**src/rtl/scalar_wb_arbiter.sv**
```systemverilog
`default_nettype none
// ============================================================================
// Module   : scalar_wb_arbiter
// Purpose  : Write-port controller for the scalar register file. Shares the
//            single write port between ALU and memory-load writeback
//            requesters with round-robin arbitration. rf_we/rf_rd/rf_wd are
//            registered so they are stable at the file's negedge write. An
//            optional per-register pending-write scoreboard feeds the issue
//            stage.
// Ports    : clk, rst (async, active-high)
//            alu_valid/alu_ready/alu_rd/alu_data  - ALU writeback request
//            mem_valid/mem_ready/mem_rd/mem_data  - memory-load writeback
//            issue_valid/issue_rd                 - dispatch of a new producer
//            busy                                 - per-register pending flags
//            rf_we/rf_rd/rf_wd                    - register-file write port
// Config   : SCALAR_WB_SCOREBOARD_EN - when defined, the scoreboard is built;
//            otherwise busy is tied to zero and issue_* are ignored.
// Revision : 1.0 - initial release
// ============================================================================
module scalar_wb_arbiter #(
  parameter int DATA_W = 16,
  parameter int ADDR_W = 3
) (
  input  logic                   clk,
  input  logic                   rst,
  input  logic                   alu_valid,
  output logic                   alu_ready,
  input  logic [ADDR_W-1:0]      alu_rd,
  input  logic [DATA_W-1:0]      alu_data,
  input  logic                   mem_valid,
  output logic                   mem_ready,
  input  logic [ADDR_W-1:0]      mem_rd,
  input  logic [DATA_W-1:0]      mem_data,
  input  logic                   issue_valid,
  input  logic [ADDR_W-1:0]      issue_rd,
  output logic [2**ADDR_W-1:0]   busy,
  output logic                   rf_we,
  output logic [ADDR_W-1:0]      rf_rd,
  output logic [DATA_W-1:0]      rf_wd
);

  localparam int                c_NREG = 2**ADDR_W;
  // Highest index is backed by an external register; writes to it are dropped.
  localparam logic [ADDR_W-1:0] c_RHI  = '1;

  typedef enum logic [0:0] {
    GRANT_ALU = 1'b0,
    GRANT_MEM = 1'b1
  } grant_t;

  grant_t              r_last_grant;
  grant_t              w_last_next;
  logic                r_rf_we;
  logic [ADDR_W-1:0]   r_rf_rd;
  logic [DATA_W-1:0]   r_rf_wd;
  logic                w_we_next;
  logic [ADDR_W-1:0]   w_rd_next;
  logic [DATA_W-1:0]   w_wd_next;
  logic                w_grant_alu;
  logic                w_grant_mem;
  logic                w_hs;
  logic [ADDR_W-1:0]   w_sel_rd;
  logic [DATA_W-1:0]   w_sel_data;

  // Round-robin: on a tie the requester that did not win last time goes.
  always_comb begin
    w_grant_alu = alu_valid && (!mem_valid || (r_last_grant == GRANT_MEM));
    w_grant_mem = mem_valid && (!alu_valid || (r_last_grant == GRANT_ALU));
    // A grant implies valid, and ready equals grant, so grant is a handshake.
    w_hs        = w_grant_alu || w_grant_mem;
    w_sel_rd    = w_grant_alu ? alu_rd   : mem_rd;
    w_sel_data  = w_grant_alu ? alu_data : mem_data;
  end

  assign alu_ready = w_grant_alu;
  assign mem_ready = w_grant_mem;

  always_comb begin
    w_we_next   = 1'b0;
    w_rd_next   = r_rf_rd;
    w_wd_next   = r_rf_wd;
    w_last_next = r_last_grant;
    if (w_hs) begin
      w_rd_next   = w_sel_rd;
      w_wd_next   = w_sel_data;
      w_we_next   = (w_sel_rd != c_RHI);
      w_last_next = w_grant_alu ? GRANT_ALU : GRANT_MEM;
    end
  end

  always_ff @(posedge clk or posedge rst) begin
    if (rst) begin
      r_rf_we      <= 1'b0;
      r_rf_rd      <= '0;
      r_rf_wd      <= '0;
      r_last_grant <= GRANT_MEM;
    end else begin
      r_rf_we      <= w_we_next;
      r_rf_rd      <= w_rd_next;
      r_rf_wd      <= w_wd_next;
      r_last_grant <= w_last_next;
    end
  end

  assign rf_we = r_rf_we;
  assign rf_rd = r_rf_rd;
  assign rf_wd = r_rf_wd;

`ifdef SCALAR_WB_SCOREBOARD_EN
  logic [c_NREG-1:0] r_busy;
  logic [c_NREG-1:0] w_busy_next;

  // Clear first, then set: a newer producer issued on the same edge as the
  // older write completes must keep the register pending.
  always_comb begin
    w_busy_next = r_busy;
    if (w_hs) begin
      w_busy_next[w_sel_rd] = 1'b0;
    end
    if (issue_valid) begin
      w_busy_next[issue_rd] = 1'b1;
    end
    w_busy_next[c_NREG-1] = 1'b0;
  end

  always_ff @(posedge clk or posedge rst) begin
    if (rst) begin
      r_busy <= '0;
    end else begin
      r_busy <= w_busy_next;
    end
  end

  assign busy = r_busy;
`else
  logic w_unused_issue;
  assign w_unused_issue = ^{issue_valid, issue_rd};
  assign busy = {c_NREG{1'b0}};
`endif

endmodule
`default_nettype wire

```
**config.mk**
```make
export PLATFORM = sky130hd
export DESIGN_NAME = scalar_wb_arbiter
export DESIGN_NICKNAME = d
export VERILOG_FILES = /design/src/rtl/scalar_wb_arbiter.sv
export SDC_FILE = /design/constraint.sdc
export NUM_CORES = 1
export LEC_CHECK = 0
export ABC_AREA = 1
export CORE_ASPECT_RATIO = 0.9
export CORE_UTILIZATION = 25
export DETAILED_ROUTE_END_ITERATION = 6
export PLACE_DENSITY_LB_ADDON = 0.1
export SETUP_SLACK_MARGIN = 0.4
export SYNTH_ARGS = -nofsm -noshare
export SYNTH_HDL_FRONTEND = slang
export SYNTH_SLANG_ARGS = --single-unit
```
**constraint.sdc**
```tcl
create_clock -name clk -period 1.8 [get_ports clk]
set_input_delay 0.36 -clock clk [delete_from_list [all_inputs] [get_ports clk]]
set_output_delay 0.36 -clock clk [all_outputs]
set_load 0.02 [all_outputs]
```
==> impl_metrics.py, run 1 <==
# Metrics from the implementation run
metrics = {
    "routing": {
        "drtAntennaViolNets": 0,
        "met1Wirelength_um": 1422,
        "route.met2.wl_um": 1532,
        "drc": 0,
        "routed.top_layer": "met4",
        "routed_via_count_divided_by_cell_count": 4.431,
        "first_pass_iters": 4,
        "wl_met3_um": 157,
        "drt_iter0_markers": 27,
    },
    "setup_path": {
        "critical-path-max-stage-delay_ns": 0.56,
        "cp.arrival_ns": 1.14,
        "path_class": "flop to primary output",
        "cp_cell_sequence": "nand2_4 > nand2_4 > inv_2 > buf_6",
        "worst_setup_path_start_kind": "flop",
        "cp_capture_type": "primary output",
        "most_numerous_cell_on_the_critical_path": "sky130_fd_sc_hd__nand2_4",
        "crit_family": "flip-flops",
        "worstPathBufferInverterCount": 2,
        "timing.critical_path.slowest_stage_cell": "sky130_fd_sc_hd__dfstp_2",
        "cp.required_ns": 1.44,
        "crit_fanout": 4,
    },
    "clock_network": {
        "cts-htree-levels": 1,
        "clock_tree.buffer_depth": 2,
        "cts_tree": "yes",
        "clock_sink_count": 21,
        "ctsRootBufferMaster": "sky130_fd_sc_hd__clkbuf_8",
        "path_clk_slew_ns": 0.08,
    },
    "timing": {
        "fmax_ghz": 0.6662,
        "final.hold.worst_slack_ns": 0.4027,
        "final-setup-viol-count": 0,
        "final_critical_delay_including_setup_and_external_delays_ns": 1.501,
        "clock-skew-final_ns": 0.003577,
        "grt_setup_unrepaired": "true",
        "finalHoldViolations": 0,
        "report.final.slew_viol_count": 0,
        "fin_setup_tns_ns": 0,
        "final.period_utilization_pct": 83.39,
    },
    "yosys": {
        "post_synth.cell_area_avg_um2": 7.933,
        "top_area_cell_types": "sky130_fd_sc_hd__dfrtp_1 (46%), sky130_fd_sc_hd__nand2_1 (16%), sky130_fd_sc_hd__buf_4 (6.2%)",
        "syn-cell-area_um2": 1095,
        "synthDominantAreaCellType": "sky130_fd_sc_hd__dfrtp_1",
        "synth_cells": 138,
        "synthesis_warning_total": 0,
        "ys_seq_elements": 21,
        "yosys.cell_types.count": 19,
        "top_area_cell_type_share_of_the_netlist_area_pct": 45.71,
        "synth.yosys.chip_area_um2": 1095,
        "yosysCellCount": 138,
        "synth_seq_share_pct": 48.11,
    },
    "grt": {
        "vias_in_the_first_global_route": 1119,
        "grt_pass1_wl_um": 5278,
        "grt_max_degree": 20,
        "overflow": 0,
        "number_of_antenna_violations_at_the_first_check_in_global_routing": 0,
    },
    "final_layout": {
        "lay_top_count": "sky130_fd_sc_hd__nand2_1",
        "layout.cells.non_filler": 260,
        "nets": 259,
        "tally_of_filler_cells_in_the_layout": 420,
        "diodes": 0,
        "layout-drive-gt1-share_pct": 15.09,
        "final_cell_mix": "sky130_fd_sc_hd__nand2_1 (46), sky130_fd_sc_hd__clkdlybuf4s50_1 (39), sky130_fd_sc_hd__dlygate4sd2_1 (22)",
        "layout.cell_area.non_filler_um2": 1878,
        "area.growth.synth_to_final_pct": 71.54,
    },
    "placed_design": {
        "placedCellCount": 253,
        "dpl_cell_area_um2": 1807,
        "gp_congestion": 0.7896,
        "hpwl_reported_at_the_end_of_detailed_placement_um": 2394,
    },
    "floorplan": {
        "fp-row-count": 22,
        "boundaryPins": 76,
        "fp_util_pct": 26.52,
        "placeable_core_region_um2": 4129,
        "chip_area_um2": 4648,
    },
    "run": {
        "openroad.warnings": 32,
        "maxCapViolCount": 0,
    },
    "run_status": {
        "run_status": "completed",
    },
    "pwr": {
        "ir_drop_uv": 291.1,
        "leakage_uw": 0.0009096,
        "power.density_cell_area_nw_per_um2": 797.1,
    },
    "worst_hold_path": {
        "min_path_type": "input port to asynchronous set/reset pin",
    },
}
## run 1: final timing paths
path                                           from               endpoint  slack, ns  cells past startpoint
max in group asynchronous                       rst  rf_wd[11]$_DFFE_PP0P_       0.87                      3
max                        r_last_grant$_DFFE_PP1P_              mem_ready       0.30                      4
max reg2reg                r_last_grant$_DFFE_PP1P_   rf_rd[1]$_DFFE_PP0P_       0.48                      7
min reg2reg                    rf_wd[6]$_DFFE_PP0P_   rf_wd[6]$_DFFE_PP0P_       0.47                      2
min in group clk               rf_wd[6]$_DFFE_PP0P_   rf_wd[6]$_DFFE_PP0P_       0.47                      2
min                                             rst   rf_wd[9]$_DFFE_PP0P_       0.40                      2
## run 1: Yosys cell counts
master	instances
sky130_fd_sc_hd__nand2_2	1
sky130_fd_sc_hd__nor2_1	11
sky130_fd_sc_hd__nand2_4	4
sky130_fd_sc_hd__inv_1	4
sky130_fd_sc_hd__o21ai_2	2
sky130_fd_sc_hd__a21oi_1	11
sky130_fd_sc_hd__buf_2	2
sky130_fd_sc_hd__inv_2	2
sky130_fd_sc_hd__inv_4	1
sky130_fd_sc_hd__buf_4	9
sky130_fd_sc_hd__dfrtp_1	20
sky130_fd_sc_hd__o21ai_1	9
sky130_fd_sc_hd__clkbuf_1	1
sky130_fd_sc_hd__nand3_1	6
sky130_fd_sc_hd__buf_6	1
sky130_fd_sc_hd__o21ai_0	6
sky130_fd_sc_hd__nand2_1	46
sky130_fd_sc_hd__conb_1	1
sky130_fd_sc_hd__dfstp_2	1
## run 1: power by group
part	total [uW]	leakage, uW	switching [uW]	internal (uW)
clock	308	0.0000255	154	154
combinational	594	0.000642	325	268
sequential	595	0.000242	40.9	554
## run 1: sequential cells by signal, indices dropped and copies added (netlist names)
signal and cells:
r_last_grant 1, rf_rd 3, rf_wd 16, rf_we 1
## run 1: through the flow
step	util [%]	setup WS [ns]	total power, uW
after global placement	43.76	-0.3203	1226
after detailed placement	43.76	-0.3396	1237
after CTS	44.48	0.2368	1503
after global routing	45.48	0.2394	1608
after floorplan	-	0.5089	914.4
final	45.48	0.2990	1497
## run 1: logic make-up (layout without fill, tap and decap cells)
group / count (synthesis) / count (layout) / share of synthesized area [%]
AOI/OAI and AO/OA: 28 / 28 / 13.49
buffers and inverters: 20 / 87 / 11.09
DFF: 21 / 21 / 48.11
other: 1 / 8 / 0.3425
and+or+nand+nor: 68 / 68 / 26.97
## run 1: routing by layer
layer / vias up / GRT usage [%]
li1: 572 / -
met3: 2 / 2.333
met2: 39 / 24.17
met5: - / 0
met4: 0 / 5.147
met1: 539 / 19.81
## run 1: repair_timing
action | 4_1_cts | 5_1_grt
hold buffers | 0 | 0
gates resized | 36 | 7
pin swaps | 1 | 0
buffers inserted | 0 | 3
endpoints found under the setup margin | 42 | 21
gates cloned | 0 | 0
## run 1: cell type report
class / instances / area (um^2) / share of cell area (%)
repair buffers: 76 / 728.2 / 38.77
flip-flops and latches: 21 / 526.8 / 28.05
multi-input cells: 104 / 480.5 / 25.58
well taps: 48 / 60.06 / 3.198
clock buffers: 3 / 41.29 / 2.199
inverters: 7 / 36.28 / 1.932
clock inverters: 1 / 5.005 / 0.2665
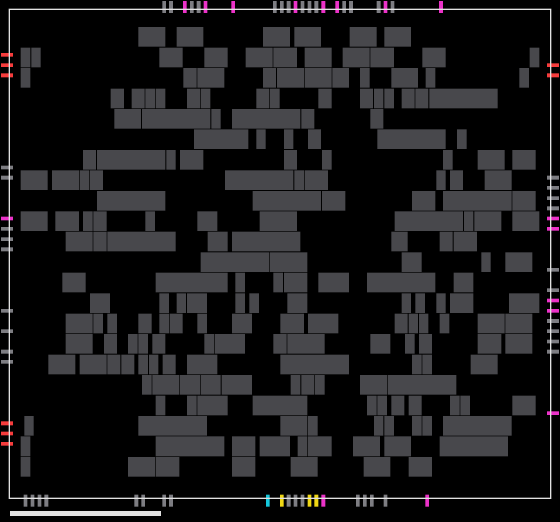
(run_1/io_placement.png)
Scale bar: 20 um. Pins as bars across the die edge, other pins in grey.
rf_rd -> yellow  # pins 3, direction output, edge bottom
rf_wd -> magenta  # pins 16, direction output, edge 8 top, 5 right, 2 bottom, 1 left
rf_we -> cyan  # pins 1, direction output, edge bottom
busy -> red  # pins 8, direction output, edge 6 left, 2 right
die width: 71.76 um
number of buffers added on ports: 63
Die Height: 64.78 um

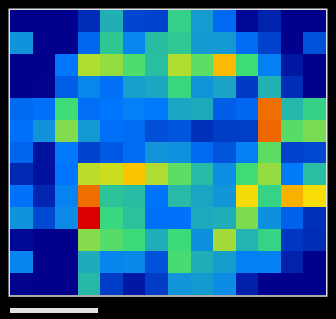
(run_1/metal_density.png)
Scale bar: 20 um. 14 x 13 tiles, from dark blue (low) to red (high), scaled to the fullest tile. Values are wire area over tile area, all layers added.
tiles over half the peak = 17%
mean over tiles = 0.11
fullest tile = 0.36
via total after detailed routing: 1152
GRT Total Usage: 14.79%
routed wirelength normalized by instance count: 12.08 um
Detailed Route WL: 3141 um

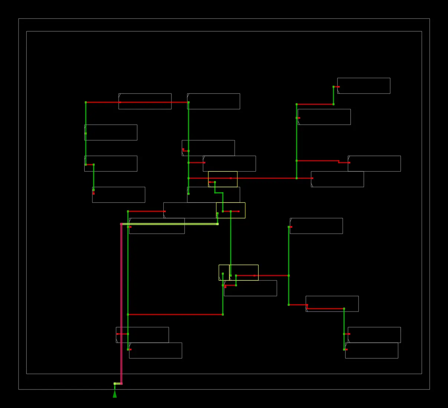
(run_1/clocks.png)
clock latency on the worst-skew pair: 0.26 ns
sequential cell count: 21
clock buffer count from CTS: 3

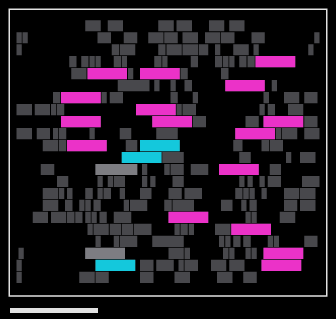
(run_1/flops_by_reg.png)
Scale bar: 20 um.
rf_wd -> magenta  # flops 16
rf_rd -> cyan  # flops 3
not coloured = 2
share of the core filled with cells: 45.48%
proportion of cell area occupied by registers: 28.05%
sequential logic power: 595 uW
total area of sequential cells: 526.8 um^2

==> run_1/layer_met1.png <==
Scale bar: 20 um.
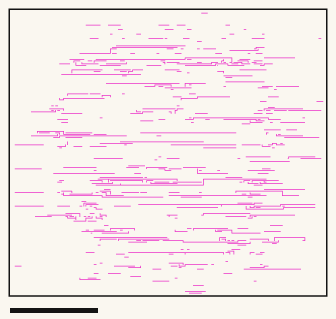

## Run 2: what changed since run 1
clock period = 1.5 ns   (was 1.8 ns; I/O delays follow)
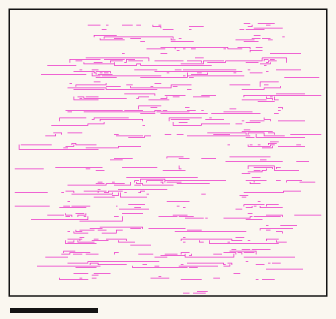
(run_2/layer_met1.png)
Scale bar: 20 um.
longest straight run = 19.8 um
main direction = horizontal
nets with wire on the layer = 237
share of all routed wire = 44%
wire length on this layer = 1690 um
via total after detailed routing: 1248
Detailed Route WL: 3878 um

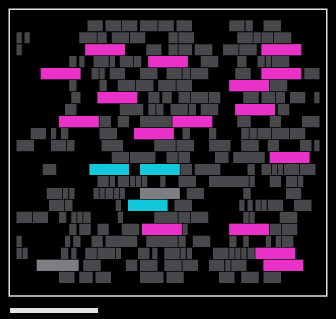
(run_2/flops_by_reg.png)
Scale bar: 20 um.
rf_wd -> magenta  # flops 16, where spread over the die
rf_rd -> cyan  # flops 3
share of the core filled with cells: 56.18%
sequential logic power: 743 uW
proportion of cell area occupied by registers: 22.71%

==> run 2 against run 1 <==
- die size unchanged
- critical endpoint unchanged
- critical path depth unchanged
- cell area increased by 24%
- critical path type unchanged
==> impl_metrics.py, run 2 <==
# Metrics from the implementation run
metrics = {
    "run_status": {
        "run_status": "completed",
    },
    "yosys": {
        "post_synth.cell_area_avg_um2": 7.933,
        "yosys.cell_types.count": 19,
        "yosysMostFrequentCell": "sky130_fd_sc_hd__nand2_1",
        "synthArstFlopShare_pct": 100.0,
        "synth-edff-count": 0,
        "ys_seq_elements": 21,
        "synth.yosys.chip_area_um2": 1095,
        "synthDominantAreaCellType": "sky130_fd_sc_hd__dfrtp_1",
        "synth-compound-area-share_pct": 13.49,
        "ys_sh_simple_pct": 26.97,
        "synth_cells": 138,
        "xor_share_pct": 0,
        "top_area_cell_types": "sky130_fd_sc_hd__dfrtp_1 (46%), sky130_fd_sc_hd__nand2_1 (16%), sky130_fd_sc_hd__buf_4 (6.2%)",
        "synthesis_warning_total": 0,
        "synth_seq_share_pct": 48.11,
        "topCombFamilyByArea": "simple AND/OR/NAND/NOR gates",
        "synth_top_flop_cell": "sky130_fd_sc_hd__dfrtp_1",
        "syn-cell-area_um2": 1095,
        "synthAdderAreaFrac_pct": 0,
    },
    "floorplan": {
        "placeable_core_region_um2": 4129,
        "chip_area_um2": 4648,
        "boundaryPins": 76,
        "fp-row-count": 22,
        "fp_util_pct": 26.52,
    },
    "clock_network": {
        "ctsRootBufferMaster": "sky130_fd_sc_hd__clkbuf_8",
        "cts-htree-levels": 1,
        "path_clk_slew_ns": 0.09,
        "cts_tree": "yes",
        "hold_buffers": 0,
        "clock_sink_count": 21,
    },
    "routing": {
        "drt_iter0_markers": 6,
        "drtAntennaViolNets": 0,
        "drc": 0,
        "routed_via_count_divided_by_cell_count": 4.364,
        "wl_per_cell_um": 13.56,
    },
    "placed_design": {
        "placedCellCount": 255,
        "gp_congestion": 0.7191,
        "hpwl_reported_at_the_end_of_detailed_placement_um": 2451,
        "port_buffers": 63,
        "dpl_cell_area_um2": 1826,
    },
    "timing": {
        "fmax_ghz": 0.6950,
        "final.hold.worst_slack_ns": 0.3760,
        "report.final.slew_viol_count": 0,
        "final_critical_delay_including_setup_and_external_delays_ns": 1.439,
    },
    "final_layout": {
        "nets": 285,
        "tally_of_filler_cells_in_the_layout": 382,
        "lay_top_count": "sky130_fd_sc_hd__clkdlybuf4s50_1",
        "final_cell_mix": "sky130_fd_sc_hd__clkdlybuf4s50_1 (39), sky130_fd_sc_hd__nand2_1 (37), sky130_fd_sc_hd__buf_4 (27)",
        "layout.area.seq_um2": 526.8,
        "area.growth.synth_to_final_pct": 111.9,
    },
    "setup_path": {
        "most_numerous_cell_on_the_critical_path": "sky130_fd_sc_hd__nand2_4",
        "worst_setup_path_start_kind": "flop",
        "cp.required_ns": 1.20,
        "levels_on_crit_path": 4,
        "timing.critical_path.slowest_stage_cell": "sky130_fd_sc_hd__dfstp_2",
        "cp_cell_sequence": "nand2_4 > nand2_4 > inv_2 > buf_6",
        "crit_fanout": 3,
        "worstPathBufferInverterCount": 2,
    },
    "grt": {
        "vias_in_the_first_global_route": 1202,
        "grt_max_degree": 22,
        "grt_pass1_wl_um": 5782,
    },
    "run": {
        "openroad.warnings": 33,
    },
    "pwr": {
        "power.density_cell_area_nw_per_um2": 950.1,
        "leakage_uw": 0.001120,
    },
}
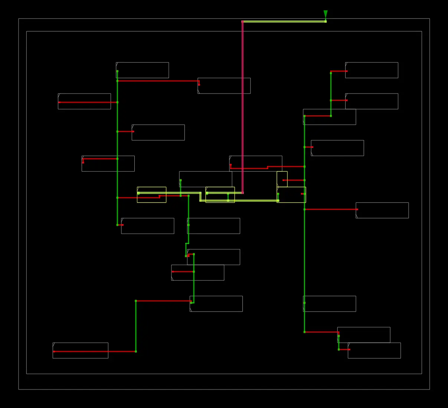
(run_2/clocks.png)
power consumed by the clock network: 380 uW
Setup Skew: 0.009499 ns

run 2: cell counts after synthesis:
No cell type changed its count.
run 2: worst min-delay path, stage by stage:
cell and delay, ns:
sky130_fd_sc_hd__clkdlybuf4s50_1 0.40, sky130_fd_sc_hd__inv_1 0.05, sky130_fd_sc_hd__buf_4 0.29
run 2: path summary, 6_finish.rpt:
check / from / endpoint / slack, ns
max reg2reg: r_last_grant$_DFFE_PP1P_ / rf_rd[1]$_DFFE_PP0P_ / 0.08
max in group asynchronous: rst / r_last_grant$_DFFE_PP1P_ / 0.85
max: r_last_grant$_DFFE_PP1P_ / mem_ready / 0.06
min reg2reg: rf_wd[9]$_DFFE_PP0P_ / rf_wd[9]$_DFFE_PP0P_ / 0.51
min: rst / rf_wd[7]$_DFFE_PP0P_ / 0.38
min in group clk: rf_wd[9]$_DFFE_PP0P_ / rf_wd[9]$_DFFE_PP0P_ / 0.51
run 2: cell type report:
class | count | area share [%]
Sequential cell | 21 | 22.71
Tap cell | 48 | 2.589
Clock buffer | 3 | 1.780
Inverter | 7 | 1.996
Clock inverter | 1 | 0.2158
Timing Repair Buffer | 99 | 43.20
Multi-Input combinational cell | 104 | 25.94
Timing Repair inverter | 3 | 1.564
run 2: where the power goes:
part	switching, uW	internal (uW)
clock network	195	185
logic	505	576
registers	76.7	666
run 2: timing repair:
item	in CTS	in global routing
resized	158	32
buffers inserted	10	13
setup endpoints to repair	42	42
cloned	1	3
pin swaps	3	2
run 2: cells by family after synthesis:
logic type | count (synthesis)
simple gates | 68
compound gates | 28
other cells | 1
buf+inv | 20
flops | 21
run 2: through the flow:
stage / total power (uW) / setup WS (ns)
global route: 2327 / 0.005246
global placement: 1479 / -0.5003
finish: 2204 / 0.06119
CTS: 2037 / 0.05227
floorplan: 1112 / 0.2900
detailed placement: 1491 / -0.5164
run 2: per-layer routing:
layer  track usage (%)  vias up  wire, um
met5                 0        -         0
met4             3.676        0        29
met3             3.266        2       158
met2             28.18       36      2001
met1             20.29      585      1688
li1                  -      625         -
==> run_2/metal_density.png <==
Scale bar: 20 um. 14 x 13 tiles, from dark blue (low) to red (high), scaled to the fullest tile. Values are wire area over tile area, all layers added.
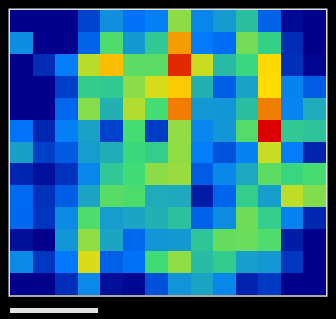

## Run 3: what changed since run 2
RECOVER_POWER = 50   (was default)
SLEW_MARGIN = 20   (was default)
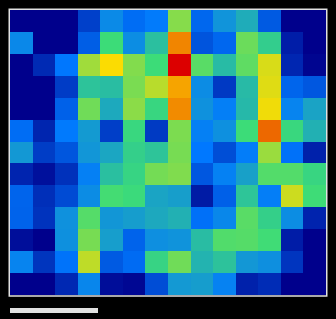
(run_3/metal_density.png)
Scale bar: 20 um. 14 x 13 tiles, from dark blue (low) to red (high), scaled to the fullest tile. Values are wire area over tile area, all layers added.
fullest tile = 0.41
mean over tiles = 0.13
emptiest ninth of the die = upper left
densest ninth of the die = top centre
via total after detailed routing: 1254
routed wirelength normalized by instance count: 13.58 um
GRT Total Usage: 16.09%

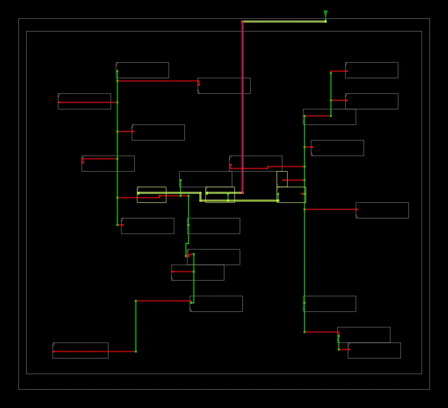
(run_3/clocks.png)
Setup Skew: 0.009439 ns
Sink Count: 21
clock buffer count: 3

==> run 3 against run 2 <==
- synthesized area is the same
- cell count is the same
- combinational power shrank 6%
- critical endpoint unchanged
- die size is the same
- flip-flop count is the same
- total power shrank 3.1%
- routed wire length grew 0.13%
- core utilization shrank 1.7 points
- sequential power shrank 1%
- count of clock-buffer cells in the layout is the same
==> impl_metrics.py, run 3 <==
# Metrics from the implementation run
metrics = {
    "run_status": {
        "run_status": "completed",
    },
    "setup_path": {
        "most_numerous_cell_on_the_critical_path": "sky130_fd_sc_hd__nand2_4",
        "crit_fanout": 3,
        "crit_family": "flip-flops",
        "path_class": "flop to primary output",
        "worstPathBufferInverterCount": 2,
        "cp_capture_type": "primary output",
        "cp_cell_sequence": "nand2_4 > nand2_4 > inv_2 > buf_6",
        "worst_setup_path_start_kind": "flop",
        "cp.arrival_ns": 1.14,
        "cp.required_ns": 1.20,
        "critical-path-max-stage-delay_ns": 0.56,
        "timing.critical_path.slowest_stage_cell": "sky130_fd_sc_hd__dfstp_2",
    },
    "worst_hold_path": {
        "min_path_type": "flop to flop",
    },
    "clock_network": {
        "clock.latency.late_pin_ns": 0.26,
        "ctsRootBufferMaster": "sky130_fd_sc_hd__clkbuf_8",
        "clock_tree.buffer_depth": 2,
        "cts_tree": "yes",
        "path_clk_slew_ns": 0.09,
        "cts-htree-levels": 1,
        "clock_buffer_count_from_cts": 3,
    },
    "yosys": {
        "synthesis_warning_total": 0,
        "synth_top_flop_cell": "sky130_fd_sc_hd__dfrtp_1",
        "synth-edff-count": 0,
        "yosysCellCount": 138,
        "synth.yosys.chip_area_um2": 1095,
        "ys_seq_elements": 21,
        "synth_cells": 138,
        "top_area_cell_type_share_of_the_netlist_area_pct": 45.71,
        "yosysMostFrequentCell": "sky130_fd_sc_hd__nand2_1",
        "ys_sh_simple_pct": 26.97,
        "synthAdderAreaFrac_pct": 0,
        "topCombFamilyByArea": "simple AND/OR/NAND/NOR gates",
        "synthArstFlopShare_pct": 100.0,
        "synth_seq_share_pct": 48.11,
        "mux_share_pct": 0,
        "synth-compound-area-share_pct": 13.49,
        "xor_share_pct": 0,
        "yosys.cell_types.count": 19,
        "synthDominantAreaCellType": "sky130_fd_sc_hd__dfrtp_1",
        "top_area_cell_types": "sky130_fd_sc_hd__dfrtp_1 (46%), sky130_fd_sc_hd__nand2_1 (16%), sky130_fd_sc_hd__buf_4 (6.2%)",
        "post_synth.cell_area_avg_um2": 7.933,
        "syn-cell-area_um2": 1095,
        "most_numerous_cell_types_in_the_synthesized_netlist": "sky130_fd_sc_hd__nand2_1 (46), sky130_fd_sc_hd__dfrtp_1 (20), sky130_fd_sc_hd__a21oi_1 (11), sky130_fd_sc_hd__nor2_1 (11)",
    },
    "grt": {
        "number_of_antenna_violations_at_the_first_check_in_global_routing": 0,
        "grt_pass1_wl_um": 5782,
        "overflow": 0,
        "vias_in_the_first_global_route": 1202,
        "grt_max_degree": 22,
    },
    "timing": {
        "finalHoldViolations": 0,
        "worstMarginPinSlew_ns": 0.5842,
        "final.period_utilization_pct": 95.92,
        "relSlewSlack_pct": 61.05,
        "report.final.slew_viol_count": 0,
        "final-setup-viol-count": 0,
        "fmax_ghz": 0.6950,
        "final_critical_delay_including_setup_and_external_delays_ns": 1.439,
        "grt_setup_unrepaired": "true",
    },
    "pwr": {
        "power.density_cell_area_nw_per_um2": 949.7,
        "ir_drop_uv": 520.1,
        "leakage_uw": 0.001075,
        "p_total_uw": 2136,
    },
    "final_layout": {
        "area.growth.synth_to_final_pct": 105.5,
        "tally_of_filler_cells_in_the_layout": 392,
        "layout.area.seq_um2": 526.8,
        "diodes": 0,
        "lay_top_count": "sky130_fd_sc_hd__clkdlybuf4s50_1",
        "nets": 285,
        "layout-drive-gt1-share_pct": 37.39,
        "multi_input_comb_area_um2": 601.8,
        "layout.cell_area.non_filler_um2": 2250,
        "final_cell_mix": "sky130_fd_sc_hd__clkdlybuf4s50_1 (38), sky130_fd_sc_hd__nand2_1 (37), sky130_fd_sc_hd__buf_4 (26)",
        "largest_reg_flops": 16,
    },
    "floorplan": {
        "floorplan.die.height_um": 64.78,
        "fp-row-count": 22,
        "fp_util_pct": 26.52,
        "dieWidth_um": 71.76,
        "placeable_core_region_um2": 4129,
        "chip_area_um2": 4648,
        "boundaryPins": 76,
    },
    "routing": {
        "drc": 0,
        "routed_via_count_divided_by_cell_count": 4.385,
        "first_pass_iters": 3,
        "drt_iter0_markers": 13,
        "drtAntennaViolNets": 0,
    },
    "placed_design": {
        "dpl_cell_area_um2": 1826,
        "gp_congestion": 0.7191,
        "port_buffers": 63,
        "hpwl_reported_at_the_end_of_detailed_placement_um": 2451,
    },
    "run": {
        "maxCapViolCount": 0,
        "openroad.warnings": 33,
    },
}
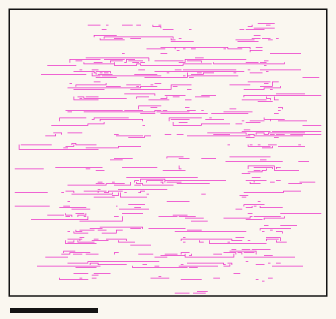
(run_3/layer_met1.png)
Scale bar: 20 um.
share of all routed wire = 44%
main direction = horizontal
nets with wire on the layer = 238
longest straight run = 20.2 um
wire length on this layer = 1710 um
met1 layer usage reported by global route: 20.29%
Detailed Route WL: 3883 um

==> run 3: path summary, 6_finish.rpt <==
| kind | startpoint | to | slack [ns] | cells past startpoint |
|---|---|---|---|---|
| worst max register to register | r_last_grant$_DFFE_PP1P_ | rf_rd[1]$_DFFE_PP0P_ | 0.08 | 8 |
| max in group asynchronous | rst | rf_wd[12]$_DFFE_PP0P_ | 0.49 | 3 |
| min in group asynchronous | rst | rf_wd[7]$_DFFE_PP0P_ | 0.62 | 3 |
| worst min-delay path | rf_wd[9]$_DFFE_PP0P_ | rf_wd[9]$_DFFE_PP0P_ | 0.49 | 2 |
| worst max-delay path | r_last_grant$_DFFE_PP1P_ | mem_ready | 0.06 | 4 |
| worst min register to register | rf_wd[9]$_DFFE_PP0P_ | rf_wd[9]$_DFFE_PP0P_ | 0.49 | 2 |
==> run 3: tightest hold or removal path: stages (launching register included) <==
cell and delay (ns):
sky130_fd_sc_hd__dfrtp_1 0.35, sky130_fd_sc_hd__nand2_1 0.06, sky130_fd_sc_hd__nand2_1 0.05
==> run 3: repair_timing <==
action                     CTS  global route
gates resized              158            32
pin swaps                    3             2
setup buffers               10            13
gates cloned                 1             3
hold buffers                 0             0
setup endpoints to repair   42            42
==> run 3: cell type report <==
class	count	area share [%]
multi-input combinational	104	26.75
clock buffer	3	1.835
sequential	21	23.41
timing repair buffer	99	41.43
clock inverter	1	0.2225
timing repair inverter	3	1.613
inverter	7	2.058
tap	48	2.670
==> run 3: through the flow <==
step / setup TNS [ns] / util [%] / setup slack [ns] / instances / hold slack, ns
final: 0 / 54.48 / 0.06119 / 286 / 0.4855
after CTS: 0 / 50.21 / 0.05227 / 270 / 0.3820
after global placement: -7.562 / 44.21 / -0.5003 / 255 / 0.4586
after floorplan: 0 / - / 0.2900 / 145 / 0.2758
after global routing: 0 / 54.48 / 0.005246 / 286 / 0.5157
after detailed placement: -7.980 / 44.21 / -0.5164 / 255 / 0.4591
==> run 3: where the power goes <==
| group | internal [uW] | total (uW) | switching (uW) |
|---|---|---|---|
| logic | 516 | 1020 | 506 |
| clock network | 185 | 380 | 195 |
| registers | 666 | 735 | 68.6 |
==> run 3: routing by layer <==
layer  GRT usage, %  wire length, um  vias up
met1          20.29             1711      593
li1               -                -      625
met4          3.676               29        0
met2          28.18             1993       34
met3          3.266              148        2
met5              0                0        -
==> run 3: kinds of logic (layout without fill, tap and decap cells) <==
kind of cell           Yosys count  in the layout
AOI/OAI and AO/OA               28             28
other                            1              8
buffers and inverters           20            113
DFF                             21             21
and+or+nand+nor                 68             68
Power figures rest on the tool's default switching activity, not on a simulated workload.
